$ cat config.mk
export PLATFORM = sky130hd
export DESIGN_NAME = mem_port_arbiter
export DESIGN_NICKNAME = d
export VERILOG_FILES = /design/src/rtl/mem_port_arbiter.sv
export SDC_FILE = /design/constraint.sdc
export NUM_CORES = 1
export LEC_CHECK = 0
export CAP_MARGIN = 20
export CELL_PAD_IN_SITES_DETAIL_PLACEMENT = 1
export CELL_PAD_IN_SITES_GLOBAL_PLACEMENT = 1
export CORE_ASPECT_RATIO = 0.5
export CORE_MARGIN = 4
export CORE_UTILIZATION = 25
export DETAILED_ROUTE_END_ITERATION = 10
export GPL_TIMING_DRIVEN = 0
export PLACE_DENSITY_LB_ADDON = 0.1
export SYNTH_ARGS = -nofsm -noshare
export SYNTH_HDL_FRONTEND = slang
export SYNTH_SLANG_ARGS = --single-unit
$ cat constraint.sdc
create_clock -name clk -period 1.8 [get_ports clk]
set_input_delay 0.54 -clock clk [delete_from_list [all_inputs] [get_ports clk]]
set_output_delay 0.54 -clock clk [all_outputs]
set_load 0.01 [all_outputs]
$ cat src/rtl/mem_port_arbiter.sv
// mem_port_arbiter
//   Two-port arbiter in front of a single synchronous memory port.
//   Port 0 (CPU) has fixed priority over port 1 (loader), except that
//   port 1 is forced through after STARVE_LIMIT consecutive port-0 wins
//   that happened while port 1 was waiting.
//
//   Each access goes through IDLE -> ISSUE (-> RESP for reads) -> IDLE.
//   The memory command (mem_we/mem_addr/mem_wdata) is registered when the
//   winner is chosen, so it is presented to the memory during ISSUE.
//   Read data comes back one cycle later and is routed to the winner in RESP.
//
// Ports
//   clk, reset            clock, asynchronous active-high reset
//   pN_req/we/addr/wdata  request side of port N (N = 0 CPU, 1 loader)
//   pN_gnt                one-cycle pulse, request issued to memory
//   pN_rvalid/pN_rdata    one-cycle read response for port N
//   mem_we/addr/wdata     registered memory command
//   mem_rdata             memory read data (valid the cycle after ISSUE)
//   busy                  high whenever the FSM is not IDLE
//   dbg_state             current FSM state (IDLE=0, ISSUE=1, RESP=2)
//   dbg_starve_cnt        current starvation counter
//
// Handshake: pN_req is the valid, held stable (with we/addr/wdata) until
// pN_gnt. pN_gnt is the ready, a single-cycle pulse; the request is consumed
// in that cycle. A request dropped before it is sampled in IDLE is withdrawn;
// once sampled it always completes.
module mem_port_arbiter #(
    parameter int AW           = 8,
    parameter int DW           = 16,
    parameter int STARVE_LIMIT = 4
) (
    input  logic          clk,
    input  logic          reset,
    input  logic          p0_req,
    input  logic          p0_we,
    input  logic [AW-1:0] p0_addr,
    input  logic [DW-1:0] p0_wdata,
    output logic          p0_gnt,
    output logic          p0_rvalid,
    output logic [DW-1:0] p0_rdata,
    input  logic          p1_req,
    input  logic          p1_we,
    input  logic [AW-1:0] p1_addr,
    input  logic [DW-1:0] p1_wdata,
    output logic          p1_gnt,
    output logic          p1_rvalid,
    output logic [DW-1:0] p1_rdata,
    output logic          mem_we,
    output logic [AW-1:0] mem_addr,
    output logic [DW-1:0] mem_wdata,
    input  logic [DW-1:0] mem_rdata,
    output logic          busy,
    output logic [1:0]    dbg_state,
    output logic [3:0]    dbg_starve_cnt
);

    typedef enum logic [1:0] {
        IDLE  = 2'd0,
        ISSUE = 2'd1,
        RESP  = 2'd2
    } state_t;

    localparam logic [3:0] LIMIT_C = 4'(STARVE_LIMIT);

    state_t        state_q, state_d;
    logic          winner_q, winner_d;       // 0 = port 0, 1 = port 1
    logic [3:0]    starve_cnt_q, starve_cnt_d;
    logic          mem_we_q, mem_we_d;
    logic [AW-1:0] mem_addr_q, mem_addr_d;
    logic [DW-1:0] mem_wdata_q, mem_wdata_d;
    logic          pick_p1;

    always_ff @(posedge clk or posedge reset) begin
        if (reset) begin
            state_q      <= IDLE;
            winner_q     <= 1'b0;
            starve_cnt_q <= 4'd0;
            mem_we_q     <= 1'b0;
            mem_addr_q   <= '0;
            mem_wdata_q  <= '0;
        end else begin
            state_q      <= state_d;
            winner_q     <= winner_d;
            starve_cnt_q <= starve_cnt_d;
            mem_we_q     <= mem_we_d;
            mem_addr_q   <= mem_addr_d;
            mem_wdata_q  <= mem_wdata_d;
        end
    end

    // Port 1 wins if it is the only requester, or if port 0 has used up
    // its allowance of consecutive wins over a waiting port 1.
    assign pick_p1 = p1_req && (!p0_req || (starve_cnt_q == LIMIT_C));

    always_comb begin
        state_d      = state_q;
        winner_d     = winner_q;
        starve_cnt_d = starve_cnt_q;
        mem_we_d     = 1'b0;          // write enable lives only in ISSUE
        mem_addr_d   = mem_addr_q;    // address/data hold through RESP
        mem_wdata_d  = mem_wdata_q;
        case (state_q)
            IDLE: begin
                if (p0_req || p1_req) begin
                    winner_d = pick_p1;
                    state_d  = ISSUE;
                    if (pick_p1) begin
                        starve_cnt_d = 4'd0;
                        mem_we_d     = p1_we;
                        mem_addr_d   = p1_addr;
                        mem_wdata_d  = p1_wdata;
                    end else begin
                        // Count only wins that kept port 1 waiting.
                        if (!p1_req) begin
                            starve_cnt_d = 4'd0;
                        end else if (starve_cnt_q >= LIMIT_C) begin
                            starve_cnt_d = LIMIT_C;
                        end else begin
                            starve_cnt_d = starve_cnt_q + 4'd1;
                        end
                        mem_we_d    = p0_we;
                        mem_addr_d  = p0_addr;
                        mem_wdata_d = p0_wdata;
                    end
                end
            end
            ISSUE: begin
                state_d = mem_we_q ? IDLE : RESP;
            end
            RESP: begin
                state_d = IDLE;
            end
            default: begin
                state_d = IDLE;
            end
        endcase
    end

    // Grant/response pulses are decoded straight from the state flops so
    // that reset removes them immediately.
    assign p0_gnt    = (state_q == ISSUE) && !winner_q;
    assign p1_gnt    = (state_q == ISSUE) &&  winner_q;
    assign p0_rvalid = (state_q == RESP)  && !winner_q;
    assign p1_rvalid = (state_q == RESP)  &&  winner_q;
    assign p0_rdata  = p0_rvalid ? mem_rdata : '0;
    assign p1_rdata  = p1_rvalid ? mem_rdata : '0;

    assign mem_we         = mem_we_q;
    assign mem_addr       = mem_addr_q;
    assign mem_wdata      = mem_wdata_q;
    assign busy           = (state_q != IDLE);
    assign dbg_state      = state_q;
    assign dbg_starve_cnt = starve_cnt_q;

endmodule

==> run_summary.xml, run 1 <==
<?xml version="1.0" encoding="UTF-8"?>
<metrics>
  <group name="global_routing">
    <metric name="grt_start_max_net_pins" unit="">18</metric>
    <metric name="met1_usage" unit="">0.2172</metric>
    <metric name="track_usage" unit="">0.1637</metric>
  </group>
  <group name="floorplanning">
    <metric name="die_h" unit="um">71.34</metric>
    <metric name="ios" unit="">138</metric>
  </group>
  <group name="synth">
    <metric name="ys_ff" unit="">32</metric>
    <metric name="synth_stat.cells" unit="">217</metric>
    <metric name="synth_cell_types" unit="">29</metric>
    <metric name="synthMostInstantiatedCell" unit="">and2_1</metric>
    <metric name="synth.comb.largest_family" unit="">simple AND/OR/NAND/NOR gates</metric>
  </group>
  <group name="pwr">
    <metric name="p_comb_frac" unit="">0.594</metric>
    <metric name="pwr.group.sequential" unit="uW">1260</metric>
    <metric name="internal_power" unit="uW">3256</metric>
    <metric name="power_switching" unit="uW">1941</metric>
    <metric name="p_comb" unit="uW">3090</metric>
  </group>
  <group name="finish">
    <metric name="antenna_cells" unit="">0</metric>
    <metric name="layout.area.seq" unit="um2">804.5</metric>
    <metric name="n_multi_input_combinational_cell" unit="">132</metric>
    <metric name="layout.nonclk_buf_frac" unit="">0.4270</metric>
  </group>
  <group name="worst_setup_path">
    <metric name="critical_path.endpoint_type" unit="">output port</metric>
    <metric name="cpPeakStageDelay" unit="ns">0.43</metric>
    <metric name="worst-endpoint-required" unit="ns">1.26</metric>
    <metric name="critical-path-top-delay-family" unit="">flip-flops</metric>
    <metric name="worst_setup_path_startpoint" unit="">winner_q$_DFFE_PP0P_</metric>
    <metric name="reg2regPathDepth" unit="">6</metric>
    <metric name="timing.critical_path.from_type" unit="">flop</metric>
    <metric name="crit_chain" unit="">inv_2 -&gt; nor3b_4 -&gt; buf_6 -&gt; and2_1 -&gt; buf_2</metric>
  </group>
  <group name="run_status">
    <metric name="outcome" unit="">finished with violations</metric>
    <metric name="violations" unit="">negative setup slack</metric>
  </group>
  <group name="final_timing">
    <metric name="final_period_util" unit="">1.138</metric>
    <metric name="timing.max_slew.rel_slack" unit="">0.5078</metric>
    <metric name="timing.final.ws_setup" unit="ns">-0.2478</metric>
    <metric name="final_period_demand_of_the_worst_path" unit="ns">2.048</metric>
    <metric name="setup_viol" unit="">35</metric>
  </group>
  <group name="clock_network">
    <metric name="cts.reportedPaths.clkPinSlew" unit="ns">0.05</metric>
    <metric name="worst_skew_pair.late_latency" unit="ns">0.27</metric>
  </group>
  <group name="min_path">
    <metric name="worstHoldStart" unit="">mem_we$_DFF_PP0_</metric>
    <metric name="min-delay-path-class" unit="">flop to flop</metric>
  </group>
  <group name="placed_design">
    <metric name="postPlaceCellArea" unit="um2">3530</metric>
    <metric name="gp_congestion" unit="">0.7671</metric>
  </group>
  <group name="drt">
    <metric name="drt_wl_total" unit="um">8561</metric>
    <metric name="antenna_violating_nets_post_route" unit="">0</metric>
    <metric name="first_pass_iters" unit="">4</metric>
  </group>
</metrics>
==> run 1: per-stage QoR <==
| step | util | setup slack [ns] | power (uW) | setup TNS, ns | instances |
|---|---|---|---|---|---|
| 2_1_floorplan | - | -0.03853 | 2578 | -0.6935 | 217 |
| 3_3_place_gp | 0.4626 | -0.8003 | 3903 | -40.92 | 461 |
| 3_5_place_dp | 0.4663 | -0.8803 | 3973 | -33.38 | 462 |
| 4_1_cts | 0.4993 | -0.1849 | 5031 | -5.103 | 480 |
| 5_1_grt | 0.5256 | -0.2973 | 5518 | -7.556 | 484 |
| 6_report | 0.5256 | -0.2478 | 5197 | -5.759 | 484 |
==> run 1: repair_timing <==
action,4_1_cts,5_1_grt
hold endpoints to repair,0,0
setup buffers,9,4
resized,197,51
setup endpoints to repair,61,57
pin swaps,28,8
gates cloned,1,0
Fig. 1: run 1, pin placement
The bar under the picture is 50 um long. Pins as bars across the die edge, other pins in gray.
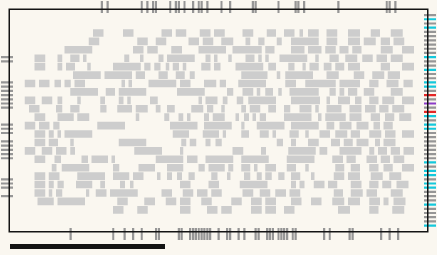
cyan -> `mem_rdata`  # pins 16, direction input, edge right
purple -> `p0_gnt`  # pins 1, direction output, edge right
red -> `dbg_state`  # pins 2, direction output, edge right

Fig. 2: run 1, gate families picked out
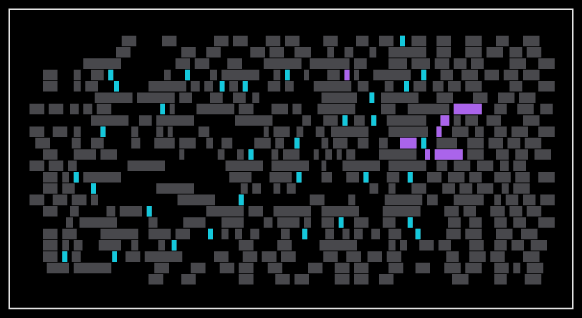
cyan -> inverters  # cells 32, most used inv_1
purple -> NOR gates  # cells 7, most used nor2_1, where middle right

Fig. 3: run 1, a small window of the routed layout
The bar under the picture is 5 um long. Region (57, 40) to (77, 60) um. Cells in gray, sequential cells in the stronger gray; small squares are vias.
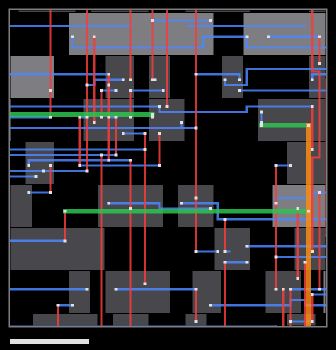
blue -> met1
red -> met2
orange -> met4
green -> met3
most frequent = buf_6 (2), nand3_1 (2)
cells with their middle in the window = 17
netlist names of flops here include = `dbg_starve_cnt` (1), `mem_wdata` (1)
sequential cells in the window = 2

Fig. 4: run 1, clock wiring as the flow saved it
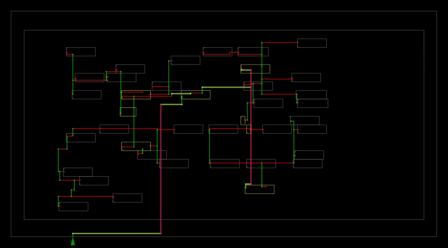

==> run 2: changes to the inputs <==
CORE_UTILIZATION = 26   (was 25)
clock period = 2.65 ns   (was 1.8 ns; I/O delays follow)
Fig. 5: run 2, clock wiring as the flow saved it
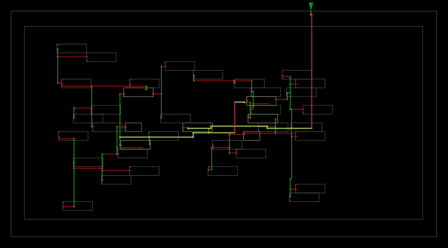
flop count: 32
clock net sink count: 32
number of buffers inserted during clock tree synthesis: 5
maximum clock skew at final layout: 0.003675 ns
total clock network power: 590 uW

==> run 2 against run 1 <==
Compared with the run above: the run now ends clean; first-iteration DRC count is 30% lower; setup slack better by 0.37 ns; sequential power shrank 31%; sequential cell count did not move; synthesized cell count stayed put; critical path depth shrank 1; critical path type unchanged; critical endpoint is now p1_rvalid; largest power group unchanged.
==> run_summary.xml, run 2 <==
<?xml version="1.0" encoding="UTF-8"?>
<metrics>
  <group name="finish">
    <metric name="n_multi_input_combinational_cell" unit="">132</metric>
    <metric name="layout.area.seq" unit="um2">802.0</metric>
    <metric name="antenna_cells" unit="">0</metric>
    <metric name="final_cells" unit="">459</metric>
  </group>
  <group name="run_status">
    <metric name="outcome" unit="">complete, no violations</metric>
  </group>
  <group name="final_timing">
    <metric name="final_period_demand_of_the_worst_path" unit="ns">2.526</metric>
    <metric name="timing.final.ws_setup" unit="ns">0.1239</metric>
    <metric name="timing.max_slew.rel_slack" unit="">0.4542</metric>
  </group>
  <group name="floorplanning">
    <metric name="die_h" unit="um">70.11</metric>
    <metric name="ios" unit="">138</metric>
  </group>
  <group name="clock_network">
    <metric name="post_cts_buffers" unit="">2</metric>
    <metric name="worst_skew_pair.late_latency" unit="ns">0.27</metric>
  </group>
  <group name="global_routing">
    <metric name="met1_usage" unit="">0.2245</metric>
    <metric name="track_usage" unit="">0.1681</metric>
    <metric name="grt_start_max_net_pins" unit="">21</metric>
  </group>
  <group name="worst_setup_path">
    <metric name="timing.critical_path.from_type" unit="">flop</metric>
    <metric name="cpPeakStageDelay" unit="ns">0.54</metric>
    <metric name="worst-endpoint-required" unit="ns">1.86</metric>
    <metric name="critical_path.endpoint_type" unit="">output port</metric>
    <metric name="worst_setup_path_startpoint" unit="">winner_q$_DFFE_PP0P_</metric>
    <metric name="reg2regPathDepth" unit="">5</metric>
  </group>
  <group name="synth">
    <metric name="synth_cell_types" unit="">29</metric>
    <metric name="synth_stat.cells" unit="">217</metric>
    <metric name="synthMostInstantiatedCell" unit="">and2_1</metric>
  </group>
  <group name="pwr">
    <metric name="power_switching" unit="uW">1225</metric>
    <metric name="p_comb" unit="uW">1790</metric>
    <metric name="pwr.group.sequential" unit="uW">864</metric>
  </group>
  <group name="drt">
    <metric name="drt_wl_total" unit="um">7694</metric>
    <metric name="antenna_violating_nets_post_route" unit="">0</metric>
  </group>
  <group name="min_path">
    <metric name="worstHoldStart" unit="">mem_we$_DFF_PP0_</metric>
  </group>
  <group name="placed_design">
    <metric name="gp_congestion" unit="">0.7553</metric>
    <metric name="place_inst" unit="">450</metric>
  </group>
</metrics>
Fig. 6: run 2, gate families picked out
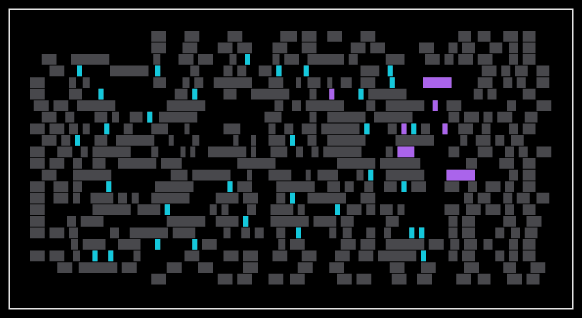
cyan -> inverters  # cells 32, most used inv_1
purple -> NOR gates  # cells 7, most used nor2_1, where middle right

==> run 2: cell counts after synthesis <==
Identical to the previous run, type by type.
==> run 2: metrics by stage <==
step | instance area, um2 | setup TNS, ns | utilization | power [uW]
CTS | 3652 | 0 | 0.4932 | 3286
global route | 3656 | 0 | 0.4937 | 3480
global placement | 3487 | -3.887 | 0.4709 | 2646
detailed placement | 3502 | -5.391 | 0.4730 | 2692
floorplan | 2006 | 0 | - | 1751
finish | 3656 | 0 | 0.4937 | 3247
==> run 2: cells by family (layout without fill, tap and decap cells) <==
family                     count (synthesis)  count (layout)
buffers and inverters                     53             199
adders and majority gates                  2               2
AOI/OAI and AO/OA                         30              30
and+or+nand+nor                           99              99
muxes                                      1               1
DFF                                       32              32
Fig. 7: run 2, a small window of the routed layout
The bar under the picture is 5 um long. Region (56, 39) to (76, 59) um. Cells in gray, sequential cells in the stronger gray; small squares are vias.
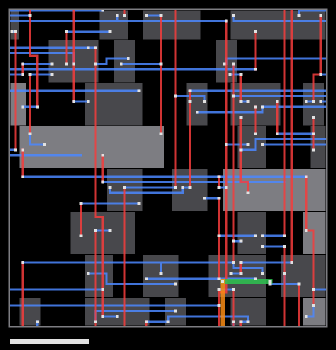

==> run 3: changes to the inputs <==
CORE_UTILIZATION = 27   (was 26)
CTS_BUF_LIST = sky130_fd_sc_hd__clkbuf_4 sky130_fd_sc_hd__clkbuf_8   (was default)
Fig. 8: run 3, a small window of the routed layout
The bar under the picture is 5 um long. Region (55, 38) to (75, 58) um. Cells in gray, sequential cells in the stronger gray; small squares are vias.
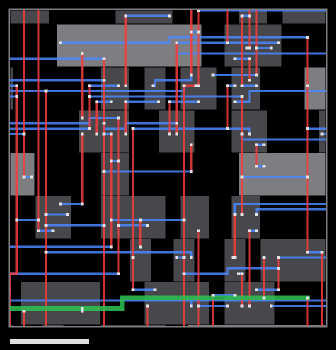
blue -> met1
red -> met2
green -> met3
sequential cells in the window = 2
netlist names of flops here include = `dbg_starve_cnt` (1), `mem_wdata` (1)
cells with their middle in the window = 22

==> run 3 against run 2 <==
Compared with the run above: clock power is 32% lower; sequential cell count stayed put; critical path depth is 1 lower; synthesized cell count stayed put; critical path type unchanged; critical endpoint is now p0_rvalid; highest routed layer unchanged.
==> run_summary.xml, run 3 <==
<?xml version="1.0" encoding="UTF-8"?>
<metrics>
  <group name="worst_setup_path">
    <metric name="reg2regPathDepth" unit="">5</metric>
    <metric name="worst-endpoint-required" unit="ns">1.86</metric>
    <metric name="worst_setup_path_startpoint" unit="">dbg_state[0]$_DFFE_PP0P_</metric>
  </group>
  <group name="synth">
    <metric name="synthMostInstantiatedCell" unit="">and2_1</metric>
    <metric name="synth.comb.largest_family" unit="">simple AND/OR/NAND/NOR gates</metric>
    <metric name="yosysTopAreaCellShare" unit="">0.3993</metric>
  </group>
  <group name="final_timing">
    <metric name="final_period_demand_of_the_worst_path" unit="ns">2.545</metric>
    <metric name="timing.final.ws_setup" unit="ns">0.1050</metric>
    <metric name="timing.max_slew.rel_slack" unit="">0.5857</metric>
    <metric name="worst_clock_skew" unit="ns">0.002356</metric>
    <metric name="post_route_setup_tns" unit="ns">0</metric>
  </group>
  <group name="finish">
    <metric name="seq_cell_count" unit="">32</metric>
    <metric name="n_multi_input_combinational_cell" unit="">132</metric>
    <metric name="final_cells" unit="">455</metric>
    <metric name="antenna_cells" unit="">0</metric>
    <metric name="finish.instance_area" unit="um2">3611</metric>
    <metric name="layout.area.seq" unit="um2">802.0</metric>
  </group>
  <group name="global_routing">
    <metric name="track_usage" unit="">0.1736</metric>
    <metric name="met1_usage" unit="">0.2239</metric>
    <metric name="grt_start_max_net_pins" unit="">20</metric>
  </group>
  <group name="clock_network">
    <metric name="tritoncts.num_buffers" unit="">5</metric>
    <metric name="worst_skew_pair.late_latency" unit="ns">0.27</metric>
    <metric name="post_cts_buffers" unit="">2</metric>
    <metric name="clock_sinks" unit="">32</metric>
  </group>
  <group name="placed_design">
    <metric name="place_inst" unit="">446</metric>
    <metric name="gp_congestion" unit="">0.7611</metric>
    <metric name="postPlaceCellArea" unit="um2">3510</metric>
  </group>
  <group name="drt">
    <metric name="detail_route.vias_per_cell" unit="">4.831</metric>
    <metric name="drt_wl_total" unit="um">7718</metric>
    <metric name="antenna_violating_nets_post_route" unit="">0</metric>
  </group>
  <group name="min_path">
    <metric name="worstHoldStart" unit="">mem_we$_DFF_PP0_</metric>
  </group>
  <group name="run_status">
    <metric name="outcome" unit="">complete, no violations</metric>
  </group>
  <group name="floorplanning">
    <metric name="die_h" unit="um">68.95</metric>
  </group>
</metrics>
Fig. 9: run 3, pin placement
The bar under the picture is 50 um long. Pins as bars across the die edge, other pins in gray.
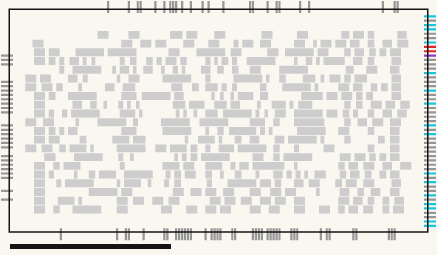
cyan -> `mem_rdata`  # pins 16, direction input, edge right
red -> `dbg_state`  # pins 2, direction output, edge right
purple -> `p0_gnt`  # pins 1, direction output, edge right
all pins by edge = 49 right, 40 bottom, 25 left, 24 top

==> run 3: cell counts after synthesis <==
Identical to the previous run, type by type.
==> run 3: per-stage QoR <==
| stage | hold slack, ns | utilization | power (uW) |
|---|---|---|---|
| 3_5_place_dp | 0.4305 | 0.5060 | 2701 |
| 5_1_grt | 0.4674 | 0.5206 | 3314 |
| 2_1_floorplan | 0.4687 | - | 1751 |
| 6_report | 0.4305 | 0.5206 | 3064 |
| 3_3_place_gp | 0.4133 | 0.5020 | 2638 |
| 4_1_cts | 0.4391 | 0.5200 | 3113 |
==> run 3: report_power, final <==
group	internal [uW]	total, uW	switching (uW)
logic	929	1810	876
registers	703	856	153
clock network	231	403	171
==> run 3: critical path, stage by stage, from the launching register on <==
cell	delay, ns
dfrtp_2	0.48
nor3b_4	0.23
buf_2	0.21
clkdlybuf4s50_1	0.56
Power is estimated from default activity; no workload was simulated.
